`config.mk`:
```
export PLATFORM = sky130hd
export DESIGN_NAME = subdiv_sequencer
export DESIGN_NICKNAME = d
export VERILOG_FILES = /design/src/rtl/subdiv_sequencer.sv
export SDC_FILE = /design/constraint.sdc
export NUM_CORES = 1
export LEC_CHECK = 0
export ABC_AREA = 1
export CAP_MARGIN = 20
export CORE_AREA = 2 2 154 156
export DETAILED_ROUTE_END_ITERATION = 8
export DIE_AREA = 0 0 156 158
export HOLD_SLACK_MARGIN = 0.02
export PLACE_DENSITY_LB_ADDON = 0.3
export SYNTH_ARGS = -nofsm -noshare
export SYNTH_HDL_FRONTEND = slang
export SYNTH_SLANG_ARGS = --single-unit
```
`constraint.sdc`:
```
create_clock -name clk -period 4.2 [get_ports clk]
set_clock_uncertainty 0.1 [all_clocks]
set_input_delay 0.63 -clock clk [delete_from_list [all_inputs] [get_ports clk]]
set_output_delay 0.63 -clock clk [all_outputs]
set_load 0.02 [all_outputs]
```
`src/rtl/subdiv_sequencer.sv`:
```
// Phase controller for the subdivision engine: runs pass_count passes of three
// engines in fixed order, owns the shared object-RAM mux and tracks mesh counts.
module subdiv_sequencer #(
  parameter int ADDR_WIDTH  = 9,
  parameter int NUM_ENG     = 3,
  parameter int ACK_TIMEOUT = 8
) (
  input  logic                          clk,
  input  logic                          rst,
  input  logic                          go,
  input  logic [3:0]                    pass_count,
  input  logic [31:0]                   init_vertex_count,
  input  logic [31:0]                   init_face_count,
  input  logic [31:0]                   split_vertex_count,
  input  logic [31:0]                   split_face_count,
  output logic [NUM_ENG-1:0]            eng_start,
  input  logic [NUM_ENG-1:0]            eng_busy,
  input  logic [NUM_ENG-1:0]            eng_ram_en,
  input  logic [NUM_ENG*ADDR_WIDTH-1:0] eng_ram_a,
  input  logic [NUM_ENG*4-1:0]          eng_ram_we,
  input  logic [NUM_ENG*32-1:0]         eng_ram_di,
  output logic                          ram_en,
  output logic [ADDR_WIDTH-1:0]         ram_a,
  output logic [3:0]                    ram_we,
  output logic [31:0]                   ram_di,
  output logic [31:0]                   vertex_count,
  output logic [31:0]                   face_count,
  output logic [3:0]                    pass_idx,
  output logic                          busy,
  output logic                          done,
  output logic                          error,
  output logic                          conflict
);

  localparam int ENG_W = (NUM_ENG > 1) ? $clog2(NUM_ENG) : 1;
  localparam int CNT_W = $clog2(ACK_TIMEOUT + 1);
  localparam logic [ENG_W-1:0] LAST_ENG = ENG_W'(NUM_ENG - 1);
  localparam logic [CNT_W-1:0] ACK_LAST = CNT_W'(ACK_TIMEOUT - 1);

  typedef enum logic [2:0] {
    IDLE, LAUNCH, WAIT_ACK, WAIT_DONE, NEXT, FINISH
  } state_t;

  state_t           state;
  logic [ENG_W-1:0] eng_q;
  logic [3:0]       pc_q;
  logic [CNT_W-1:0] ack_cnt;
  logic             own_vld;
  logic             cur_busy;
  logic             wr_viol;

  function automatic logic [NUM_ENG-1:0] eng_onehot(input logic [ENG_W-1:0] e);
    logic [NUM_ENG-1:0] oh;
    oh = '0;
    oh[e] = 1'b1;
    return oh;
  endfunction

  // Shared RAM port follows the current owner; everyone else is dropped and
  // any write attempt from a non-owner is flagged.
  always_comb begin
    own_vld  = (state == LAUNCH) || (state == WAIT_ACK) || (state == WAIT_DONE);
    cur_busy = 1'b0;
    wr_viol  = 1'b0;
    ram_en   = 1'b0;
    ram_a    = '0;
    ram_we   = '0;
    ram_di   = '0;
    for (int i = 0; i < NUM_ENG; i++) begin
      if (own_vld && (eng_q == ENG_W'(i))) begin
        cur_busy = eng_busy[i];
        ram_en   = eng_ram_en[i];
        ram_a    = eng_ram_a[i*ADDR_WIDTH +: ADDR_WIDTH];
        ram_we   = eng_ram_we[i*4 +: 4];
        ram_di   = eng_ram_di[i*32 +: 32];
      end else if (|eng_ram_we[i*4 +: 4]) begin
        wr_viol = 1'b1;
      end
    end
  end

  always_ff @(posedge clk) begin
    if (rst) begin
      state        <= IDLE;
      eng_q        <= '0;
      pc_q         <= '0;
      ack_cnt      <= '0;
      eng_start    <= '0;
      pass_idx     <= '0;
      vertex_count <= '0;
      face_count   <= '0;
      busy         <= 1'b0;
      done         <= 1'b0;
      error        <= 1'b0;
      conflict     <= 1'b0;
    end else begin
      eng_start <= '0;
      done      <= 1'b0;
      if (wr_viol)
        conflict <= 1'b1;
      case (state)
        IDLE: begin
          if (go) begin
            pc_q         <= pass_count;
            vertex_count <= init_vertex_count;
            face_count   <= init_face_count;
            error        <= 1'b0;
            conflict     <= 1'b0;
            pass_idx     <= '0;
            eng_q        <= '0;
            if (pass_count == 4'd0) begin
              state <= FINISH;
            end else begin
              state     <= LAUNCH;
              busy      <= 1'b1;
              eng_start <= eng_onehot('0);
            end
          end
        end
        LAUNCH: begin
          ack_cnt <= '0;
          state   <= WAIT_ACK;
        end
        WAIT_ACK: begin
          if (cur_busy) begin
            state <= WAIT_DONE;
          end else if (ack_cnt == ACK_LAST) begin
            error <= 1'b1;
            state <= FINISH;
          end else begin
            ack_cnt <= ack_cnt + 1'b1;
          end
        end
        WAIT_DONE: begin
          if (!cur_busy) begin
            // Splitter results become the counts seen by the rest of this pass.
            if (eng_q == '0) begin
              vertex_count <= split_vertex_count;
              face_count   <= split_face_count;
            end
            state <= NEXT;
          end
        end
        NEXT: begin
          if (eng_q != LAST_ENG) begin
            eng_q     <= eng_q + 1'b1;
            eng_start <= eng_onehot(eng_q + 1'b1);
            state     <= LAUNCH;
          end else if (pass_idx == pc_q - 4'd1) begin
            state <= FINISH;
          end else begin
            pass_idx  <= pass_idx + 4'd1;
            eng_q     <= '0;
            eng_start <= eng_onehot('0);
            state     <= LAUNCH;
          end
        end
        FINISH: begin
          done  <= 1'b1;
          busy  <= 1'b0;
          state <= IDLE;
        end
        default: state <= IDLE;
      endcase
    end
  end

endmodule

```
==> impl.org <==
* Implementation run

** Critical path
- Setup crit start :: state[0]$_SDFFE_PP0P_
- Worst reg2reg endpoint :: vertex_count[10]$_SDFFE_PP0P_
- The timing report gives the biggest stage delay along the critical path as 0.69 ns.
- Maximum net fanout on the critical path :: 95
- The launch point of the worst register-to-register path is recorded as state[0]$_SDFFE_PP0P_.
- The critical path goes through nor2_2, nor2_4, buf_4, nand3_1, nand3_1, clkdlybuf4s50_1.
- Among the stages of the critical path, the cell type that occurs most often is sky130_fd_sc_hd__nand3_1.
- Req. time, crit path :: 3.47 ns
- CP max-delay cell :: sky130_fd_sc_hd__buf_4
- The worst setup path is launched from a flop.

** Routing
- For this run, design rule violations remaining after detail routing come to 0.
- Total met3 wirelength after detailed routing :: 2380 microns
- Via-per-instance ratio :: 4.70
- In the post-route report, total wirelength is listed as 25,900 microns.
- Drt wl/cell :: 16.9 microns
- The routed design uses 12,800 microns of met2 wire.
- Number of DRC markers after the initial detailed-route iteration :: 507
- The highest metal layer carrying signal wires in the routed design is met4.
- The detailed router put a total of 9490 microns of wire on met1.

** Clock tree
- The clock net in this run drives a total of 88 sinks.
- Number of buffers added by the clock tree synthesis step :: 9
- Insertion delay of the later-clocked pin in the worst-skew pair :: 0.35 ns
- # Post-CTS Setup Buffers :: 0
- In this run the clock root is driven by a sky130_fd_sc_hd__clkbuf_16.
- Total of cells resized after clock tree synthesis :: 0
- Clock tree from TritonCTS :: done

** Synth
- Fraction of the yosys area taken by sequential cells :: 33.0%
- Area of the synthesized netlist per yosys stat :: 5330 sq um
- After synthesis the netlist holds a flip-flop and latch count of 88.
- Adders+Majority by Area :: 0.704%
- The number of nets in the synthesized netlist is 1,164.
- Compound-gate portion of the synthesized area :: 9.17%
- In the synthesized netlist, the dominant kind of combinational cell is simple AND/OR/NAND/NOR gates.
- For reference, the mux area share after synthesis is 0%.
- Synthesis instantiated 27 different standard cells from the library.
- The synthesized netlist devotes 48.3% of its cell area to simple gates.
- Synthesis handed over a netlist of 885 instances.

** Global route
- Most Crowded Layer GR :: met2
- Entering global routing, the biggest net connects 96 pins.
- In the global route stage, met2 resource usage came out at 35.8%.
- Global-route track usage on met1 :: 19.7%
- Combined global-route utilization of all metal layers :: 19.8%
- In the global route stage, met3 resource usage came out at 6.93%.
- Global-route wire length before repair :: 37,200 microns

** Die
- Fp util :: 23.1%
- The report lists the number of standard-cell rows as 56.
- For this design the top-level I/O count stands at 397.
- Count of inserted tapcells :: 290
- The die is 156 microns wide.

** Placement
- Port Buffers :: 396
- Total instance count after detailed placement :: 1,514
- Per the gpl log, the routability congestion estimate is 0.826.
- Detailed placement HPWL :: 19,800 microns
- Summing all placed instances gives a cell area of 9460 sq um.

** Finish
- Count of multi-input gates :: 704
- Post-layout net count :: 1,514
- Sequential cell area share :: 18.0%
- Multi-input gate area :: 3200 sq um
- Filler Cell Count :: 2,454
- Cells fill 42.4% of the core in the end.
- Top cells excl fill/tap :: sky130_fd_sc_hd__clkdlybuf4s50_1, sky130_fd_sc_hd__nand2_1, sky130_fd_sc_hd__nand3_1
- The fraction of final cell area spent on clock buffers and inverters in this run is 3.11%.
- Cells with a size suffix above 1 make up 3.39% of the layout.
- Non-clock buffer contribution to total cell area :: 41.4%
- After routing the design area is 9770 sq um.
- Antenna diode count :: 4
- Area added between synthesis and finish :: 83.2%
- Nonclk inv count :: 25

** Final timing
- Summed over all failing endpoints, the final setup total negative slack is 0 ns.
- Final number of setup-violating endpoints :: 0
- Final Hold Slack :: 0.353 ns
- Relative slew margins :: 37.3%
- OpenROAD reports that the post-layout worst path occupies 87.7% of the period.
- Clock period minus worst slack :: 3.68 ns
- Looking at the max-slew report, the worst-margin pin has a slew of 0.940 ns.

** Pwr
- IR analysis of the VDD net gives a maximum drop of 0.000384 V.
- The flow reported a cell area power density of 620 nW/um^2.

** Flow run
- Across the run, the number of max-cap violations was 0.

** Outcome
- Result of the run :: complete, no violations
==> cell usage after synthesis (all sizes together) <==
cell    number  area (sq um)
nand2      338          1270
nand3      227          1150
dfxtp       88          1760
a21oi       84           420
clkbuf      45           169
inv         25          93.8
buf         23           134
nor2        23          96.4
o21ai        6          30.0
xnor2        4          35.0
xor2         4          35.0
ha           3          37.5
nand4        3          18.8
o41ai        3          26.3
or2          3          21.3
a31oi        2          12.5
nor3         2          10.0
nand3b       1          7.51
nor3b        1          7.51
==> worst min-delay path: cells and delay by family, from the launching register on <==
family | cells | cell delay (ns)
DFF | 1 | 0.31
buffers and inverters | 1 | 0.05
AOI/OAI and AO/OA | 1 | 0.05
==> worst min-delay path by stage <==
stage	from	slack, ns	cells past startpoint	to
2_1_floorplan	pc_q[1]$_SDFFE_PP0P_	0.35	2	pc_q[1]$_SDFFE_PP0P_
3_3_place_gp	error$_SDFFE_PP0P_	0.34	2	error$_SDFFE_PP0P_
3_5_place_dp	error$_SDFFE_PP0P_	0.35	2	error$_SDFFE_PP0P_
4_1_cts	error$_SDFFE_PP0P_	0.36	2	error$_SDFFE_PP0P_
5_1_grt	vertex_count[15]$_SDFFE_PP0P_	0.38	2	vertex_count[15]$_SDFFE_PP0P_
6_report	error$_SDFFE_PP0P_	0.35	2	error$_SDFFE_PP0P_
==> registers in the layout, summed over array words and instances (netlist names) <==
register / count
face_count: 32
done: 1
ack_cnt: 4
pass_idx: 4
vertex_count: 32
pc_q: 4
conflict: 1
eng_q: 2
state: 3
eng_start: 3
busy: 1
error: 1
==> where the power goes <==
group          switching [mW]  leakage [nW]  total (mW)  internal [mW]
clock network           0.365         0.146       0.836          0.471
logic                    2.35          3.07        3.92           1.56
registers               0.166         0.723        1.30           1.14
Met1 routing:
Scale: 2 px per micron.
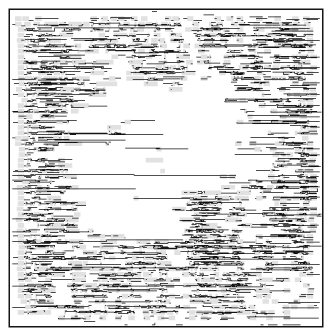
- nets with wire on the layer: 1,290
- share of all routed wire: 37%
- wire length on this layer: 9,490 microns
- longest straight run: 52.4 microns
- main direction: horizontal

Metal 2:
Scale: 3 px per micron.
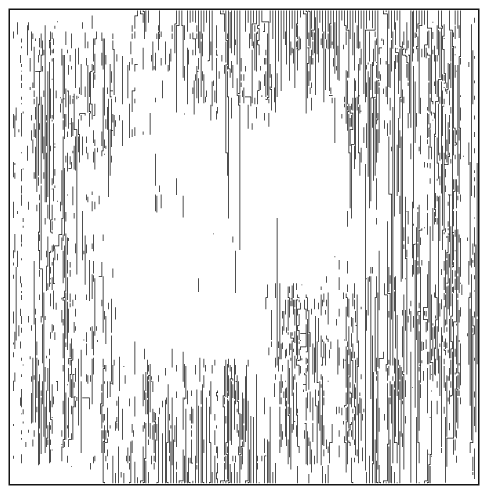
- wire length on this layer: 12,800 microns
- share of all routed wire: 49%

The metal 3 layer:
Scale: 2 px per micron.
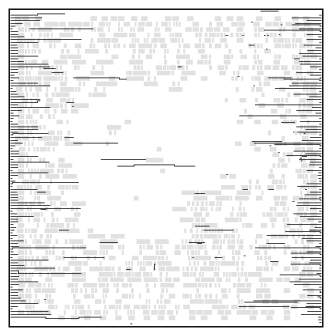
- wire length on this layer: 2,380 microns
- nets with wire on the layer: 259
- share of all routed wire: 9.2%
- longest straight run: 40.8 microns
- main direction: horizontal

Signal wires on met4:
Scale: 2 px per micron.
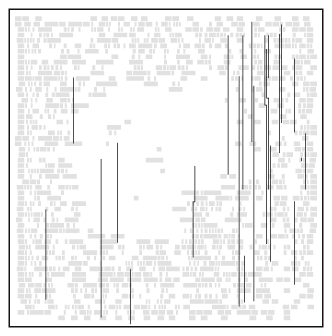
- main direction: vertical
- wire length on this layer: 1,200 microns
- longest straight run: 115 microns

Power and IR drop assume default switching activity.
